<file path="src/rtl/phase_seq_if.sv">
// Control and status bundle for the one-hot phase sequencer.
interface phase_seq_if #(
  parameter int unsigned NPHASE  = 5,
  parameter int unsigned DWELL_W = 4,
  parameter int unsigned CNT_W   = 8
);
  localparam int unsigned IDX_W = $clog2(NPHASE);

  logic               start;
  logic               stop;
  logic               abort;
  logic               hold;
  logic               oneshot;
  logic [DWELL_W-1:0] dwell;
  logic [NPHASE-1:0]  q;
  logic [IDX_W-1:0]   phase_idx;
  logic               busy;
  logic               done;
  logic               wrap;
  logic [CNT_W-1:0]   cycles;

  modport master (
    output start, stop, abort, hold, oneshot, dwell,
    input  q, phase_idx, busy, done, wrap, cycles
  );

  modport slave (
    input  start, stop, abort, hold, oneshot, dwell,
    output q, phase_idx, busy, done, wrap, cycles
  );
endinterface

</file>
<file path="src/rtl/phase_seq.sv">
// One-hot phase sequencer: NPHASE phases of dwell+1 cycles each, with hold,
// one-shot, sticky end-of-pass stop, immediate abort and a saturating pass count.
module phase_seq #(
  parameter int unsigned NPHASE  = 5,
  parameter int unsigned DWELL_W = 4,
  parameter int unsigned CNT_W   = 8
) (
  input  logic        CLK,
  input  logic        RSTN,
  phase_seq_if.slave  bus
);
  localparam int unsigned IDX_W = $clog2(NPHASE);

  typedef enum logic {IDLE, RUN} state_t;

  state_t             state, state_n;
  logic [NPHASE-1:0]  q, q_n;
  logic [IDX_W-1:0]   idx, idx_n;
  logic               busy, busy_n;
  logic               done, done_n;
  logic               wrap, wrap_n;
  logic [CNT_W-1:0]   cycles, cycles_n;
  logic [DWELL_W-1:0] dcnt, dcnt_n;
  logic [DWELL_W-1:0] dwell_l, dwell_l_n;
  logic               oneshot_l, oneshot_l_n;
  logic               stop_pend, stop_pend_n;

  always_ff @(posedge CLK or negedge RSTN) begin
    if (!RSTN) begin
      state     <= IDLE;
      q         <= '0;
      idx       <= '0;
      busy      <= 1'b0;
      done      <= 1'b0;
      wrap      <= 1'b0;
      cycles    <= '0;
      dcnt      <= '0;
      dwell_l   <= '0;
      oneshot_l <= 1'b0;
      stop_pend <= 1'b0;
    end else begin
      state     <= state_n;
      q         <= q_n;
      idx       <= idx_n;
      busy      <= busy_n;
      done      <= done_n;
      wrap      <= wrap_n;
      cycles    <= cycles_n;
      dcnt      <= dcnt_n;
      dwell_l   <= dwell_l_n;
      oneshot_l <= oneshot_l_n;
      stop_pend <= stop_pend_n;
    end
  end

  always_comb begin
    state_n     = state;
    q_n         = q;
    idx_n       = idx;
    busy_n      = busy;
    done_n      = 1'b0;
    wrap_n      = 1'b0;
    cycles_n    = cycles;
    dcnt_n      = dcnt;
    dwell_l_n   = dwell_l;
    oneshot_l_n = oneshot_l;
    stop_pend_n = stop_pend;

    if (bus.abort) begin
      state_n     = IDLE;
      q_n         = '0;
      idx_n       = '0;
      busy_n      = 1'b0;
      dcnt_n      = '0;
      stop_pend_n = 1'b0;
    end else begin
      unique case (state)
        IDLE: begin
          if (bus.start) begin
            state_n     = RUN;
            q_n         = NPHASE'(1);
            idx_n       = '0;
            busy_n      = 1'b1;
            dcnt_n      = '0;
            cycles_n    = '0;
            dwell_l_n   = bus.dwell;
            oneshot_l_n = bus.oneshot;
            stop_pend_n = bus.stop;
          end
        end
        RUN: begin
          if (bus.stop) stop_pend_n = 1'b1;
          if (!bus.hold) begin
            if (dcnt < dwell_l) begin
              dcnt_n = dcnt + 1'b1;
            end else begin
              dcnt_n = '0;
              if (q[NPHASE-1]) begin
                if (cycles != '1) cycles_n = cycles + 1'b1;
                // A stop raised in this very cycle still ends the pass here.
                if (oneshot_l || stop_pend || bus.stop) begin
                  state_n     = IDLE;
                  q_n         = '0;
                  idx_n       = '0;
                  busy_n      = 1'b0;
                  done_n      = 1'b1;
                  stop_pend_n = 1'b0;
                end else begin
                  q_n    = NPHASE'(1);
                  idx_n  = '0;
                  wrap_n = 1'b1;
                end
              end else begin
                q_n   = {q[NPHASE-2:0], 1'b0};
                idx_n = idx + 1'b1;
              end
            end
          end
        end
        default: state_n = IDLE;
      endcase
    end
  end

  assign bus.q         = q;
  assign bus.phase_idx = idx;
  assign bus.busy      = busy;
  assign bus.done      = done;
  assign bus.wrap      = wrap;
  assign bus.cycles    = cycles;
endmodule

</file>
<file path="src/flat_wrapper.sv">
// flat-port wrapper written by rule: the top's interface ports become plain ports
module phase_seq_flat 
#(
  parameter int unsigned NPHASE  = 5,
  parameter int unsigned DWELL_W = 4,
  parameter int unsigned CNT_W   = 8
)
  (CLK, RSTN, bus_start, bus_stop, bus_abort, bus_hold, bus_oneshot, bus_dwell, bus_q, bus_phase_idx, bus_busy, bus_done, bus_wrap, bus_cycles);
  phase_seq_if #(.NPHASE(NPHASE), .DWELL_W(DWELL_W), .CNT_W(CNT_W)) bus_i ();
  input  logic CLK;
  input  logic RSTN;
  input wire logic [$bits(bus_i.start)-1:0] bus_start;
  input wire logic [$bits(bus_i.stop)-1:0] bus_stop;
  input wire logic [$bits(bus_i.abort)-1:0] bus_abort;
  input wire logic [$bits(bus_i.hold)-1:0] bus_hold;
  input wire logic [$bits(bus_i.oneshot)-1:0] bus_oneshot;
  input wire logic [$bits(bus_i.dwell)-1:0] bus_dwell;
  output wire logic [$bits(bus_i.q)-1:0] bus_q;
  output wire logic [$bits(bus_i.phase_idx)-1:0] bus_phase_idx;
  output wire logic [$bits(bus_i.busy)-1:0] bus_busy;
  output wire logic [$bits(bus_i.done)-1:0] bus_done;
  output wire logic [$bits(bus_i.wrap)-1:0] bus_wrap;
  output wire logic [$bits(bus_i.cycles)-1:0] bus_cycles;
  assign bus_i.start = bus_start;
  assign bus_i.stop = bus_stop;
  assign bus_i.abort = bus_abort;
  assign bus_i.hold = bus_hold;
  assign bus_i.oneshot = bus_oneshot;
  assign bus_i.dwell = bus_dwell;
  assign bus_q = bus_i.q;
  assign bus_phase_idx = bus_i.phase_idx;
  assign bus_busy = bus_i.busy;
  assign bus_done = bus_i.done;
  assign bus_wrap = bus_i.wrap;
  assign bus_cycles = bus_i.cycles;
  phase_seq #(.NPHASE(NPHASE), .DWELL_W(DWELL_W), .CNT_W(CNT_W)) u_core (.CLK(CLK), .RSTN(RSTN), .bus(bus_i));
endmodule
</file>
<file path="config.mk">
export PLATFORM = sky130hd
export DESIGN_NAME = phase_seq_flat
export DESIGN_NICKNAME = d
export VERILOG_FILES = /design/src/rtl/phase_seq_if.sv /design/src/rtl/phase_seq.sv /design/src/flat_wrapper.sv
export SDC_FILE = /design/constraint.sdc
export NUM_CORES = 1
export LEC_CHECK = 0
export ABC_AREA = 1
export CORE_MARGIN = 2
export CORE_UTILIZATION = 55
export CTS_CLUSTER_SIZE = 25
export DETAILED_ROUTE_END_ITERATION = 8
export HOLD_SLACK_MARGIN = 0.1
export PLACE_DENSITY = 0.84
export SYNTH_ARGS = -nofsm -noshare
export SYNTH_HDL_FRONTEND = slang
export SYNTH_SLANG_ARGS = --single-unit
</file>
<file path="constraint.sdc">
create_clock -name CLK -period 3.9 [get_ports CLK]
set_input_delay 0.78 -clock CLK [delete_from_list [all_inputs] [get_ports CLK]]
set_output_delay 0.78 -clock CLK [all_outputs]
set_load 0.03 [all_outputs]
</file>
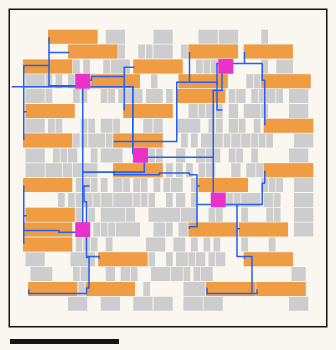
*Routed clock nets over the placement*
Scale bar: 20 µm.
legend:
  cells driving clock nets:
    color: magenta
    count: 5
  clock wires:
    color: blue
    length: 377 µm
  flip-flops:
    color: orange
    count: 30
routed clock nets: 6
Clock power frac: 26.0%
Setup Skew: 0.0125 ns
Clock group: 169 µW
Latency at later pin: 0.33 ns

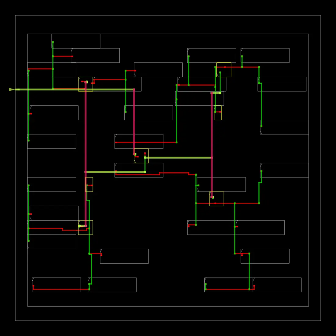
*Clock routing*
Flop Count: 30
clkbuf count: 7
clock sink count: 30
cts bufs inserted: 5

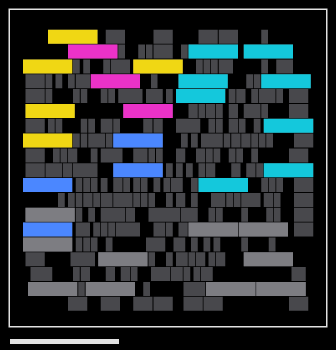
*Sequential cells colored by netlist name*
Scale bar: 20 µm. Other sequential cells in the stronger gray, the rest of the logic in the fainter gray.
legend:
  u_core.dcnt:
    color: blue
    placed_flops: 4
  u_core.bus.q:
    color: yellow
    placed_flops: 5
    where: top left
  u_core.bus.phase_idx:
    color: magenta
    placed_flops: 3
  u_core.bus.cycles:
    color: cyan
    placed_flops: 8
storage element area: 751 µm²
flop share of the area: 38.1%

==> impl_metrics.toml <==
# implementation run metrics
[power]
power_leader = "sequential cells"
p_seq_uw = 350
ir_worst_vdd_uv = 301
power_density_nw_per_um2 = 330
p_leak_nw = 1.01

[global_route]
use_met1_pct = 28.5
grt_pass1_vias = 1368
grt_pass1_wl_um = 5740
gr-usage-met3_pct = 4.91

[sta]
fmax_ghz = 0.436
finalSetupViolCount = 0
worst_slack_ns = 1.61
timing.final.hold_violations = 0
fin_hold_ws_ns = 0.501
tightest_slew_ns = 0.378

[flow_run]
warnings = 26
max_cap_violations = 0

[cells_and_area]
drive_gt1_share_pct = 9.66
antenna_cells = 0
layout_top_cell = "nand2_1"
nNetsFinal = 255
clk_share_pct = 2.29

[worst_hold_path]
min_to = "u_core.bus.busy$_DFFE_PN0P_"
min_from = "u_core.bus.busy$_DFFE_PN0P_"

[setup_path]
r2r_end = "u_core.bus.cycles[2]$_DFFE_PN0P_"
cp.arrival_ns = 1.51
cp-startpoint = "u_core.bus.q[4]$_DFFE_PN0P_"
reg2reg_slack_ns = 2.21
cp.required_ns = 3.12
cp-start-kind = "flop"
cp_cell_sequence = "clkdlybuf4s50_1"
crit_buf_inv = 1

[yosys]
synthesis.area_um2 = 1600
synth_top_area_share_pct = 46.9
edf_count = 0
synth-seq-cells = 30

[clocking]
htree_levels = 2
cts_setup_buffers = 0

[route]
routed.top_layer = "met4"
detail_route.first_pass.iterations = 4
wire_per_inst_um = 11.7
dr_total_vias = 1382
wl_met3_um = 139

[outcome]
status = "completed"

[floorplan]
rows = 19
==> registers in the layout, summed over array words and instances (netlist names) <==
name / flops
u_core.bus.busy: 1
u_core.bus.cycles: 8
u_core.bus.done: 1
u_core.bus.phase_idx: 3
u_core.bus.q: 5
u_core.bus.wrap: 1
u_core.dcnt: 4
u_core.dwell_l: 4
u_core.oneshot_l: 1
u_core.state: 1
u_core.stop_pend: 1
==> kinds of logic (layout without fill, tap and decap cells) <==
group | Yosys count | in the layout | share of synthesized area (%)
simple gates | 120 | 120 | 32.3
fa+ha+maj | 6 | 6 | 4.69
buf+inv | 24 | 60 | 6.10
compound gates | 14 | 14 | 5.32
flops | 30 | 30 | 46.9
xor+xnor | 6 | 6 | 3.28
mux | 2 | 2 | 1.41
Power figures rest on the tool's default switching activity, not on a simulated workload.
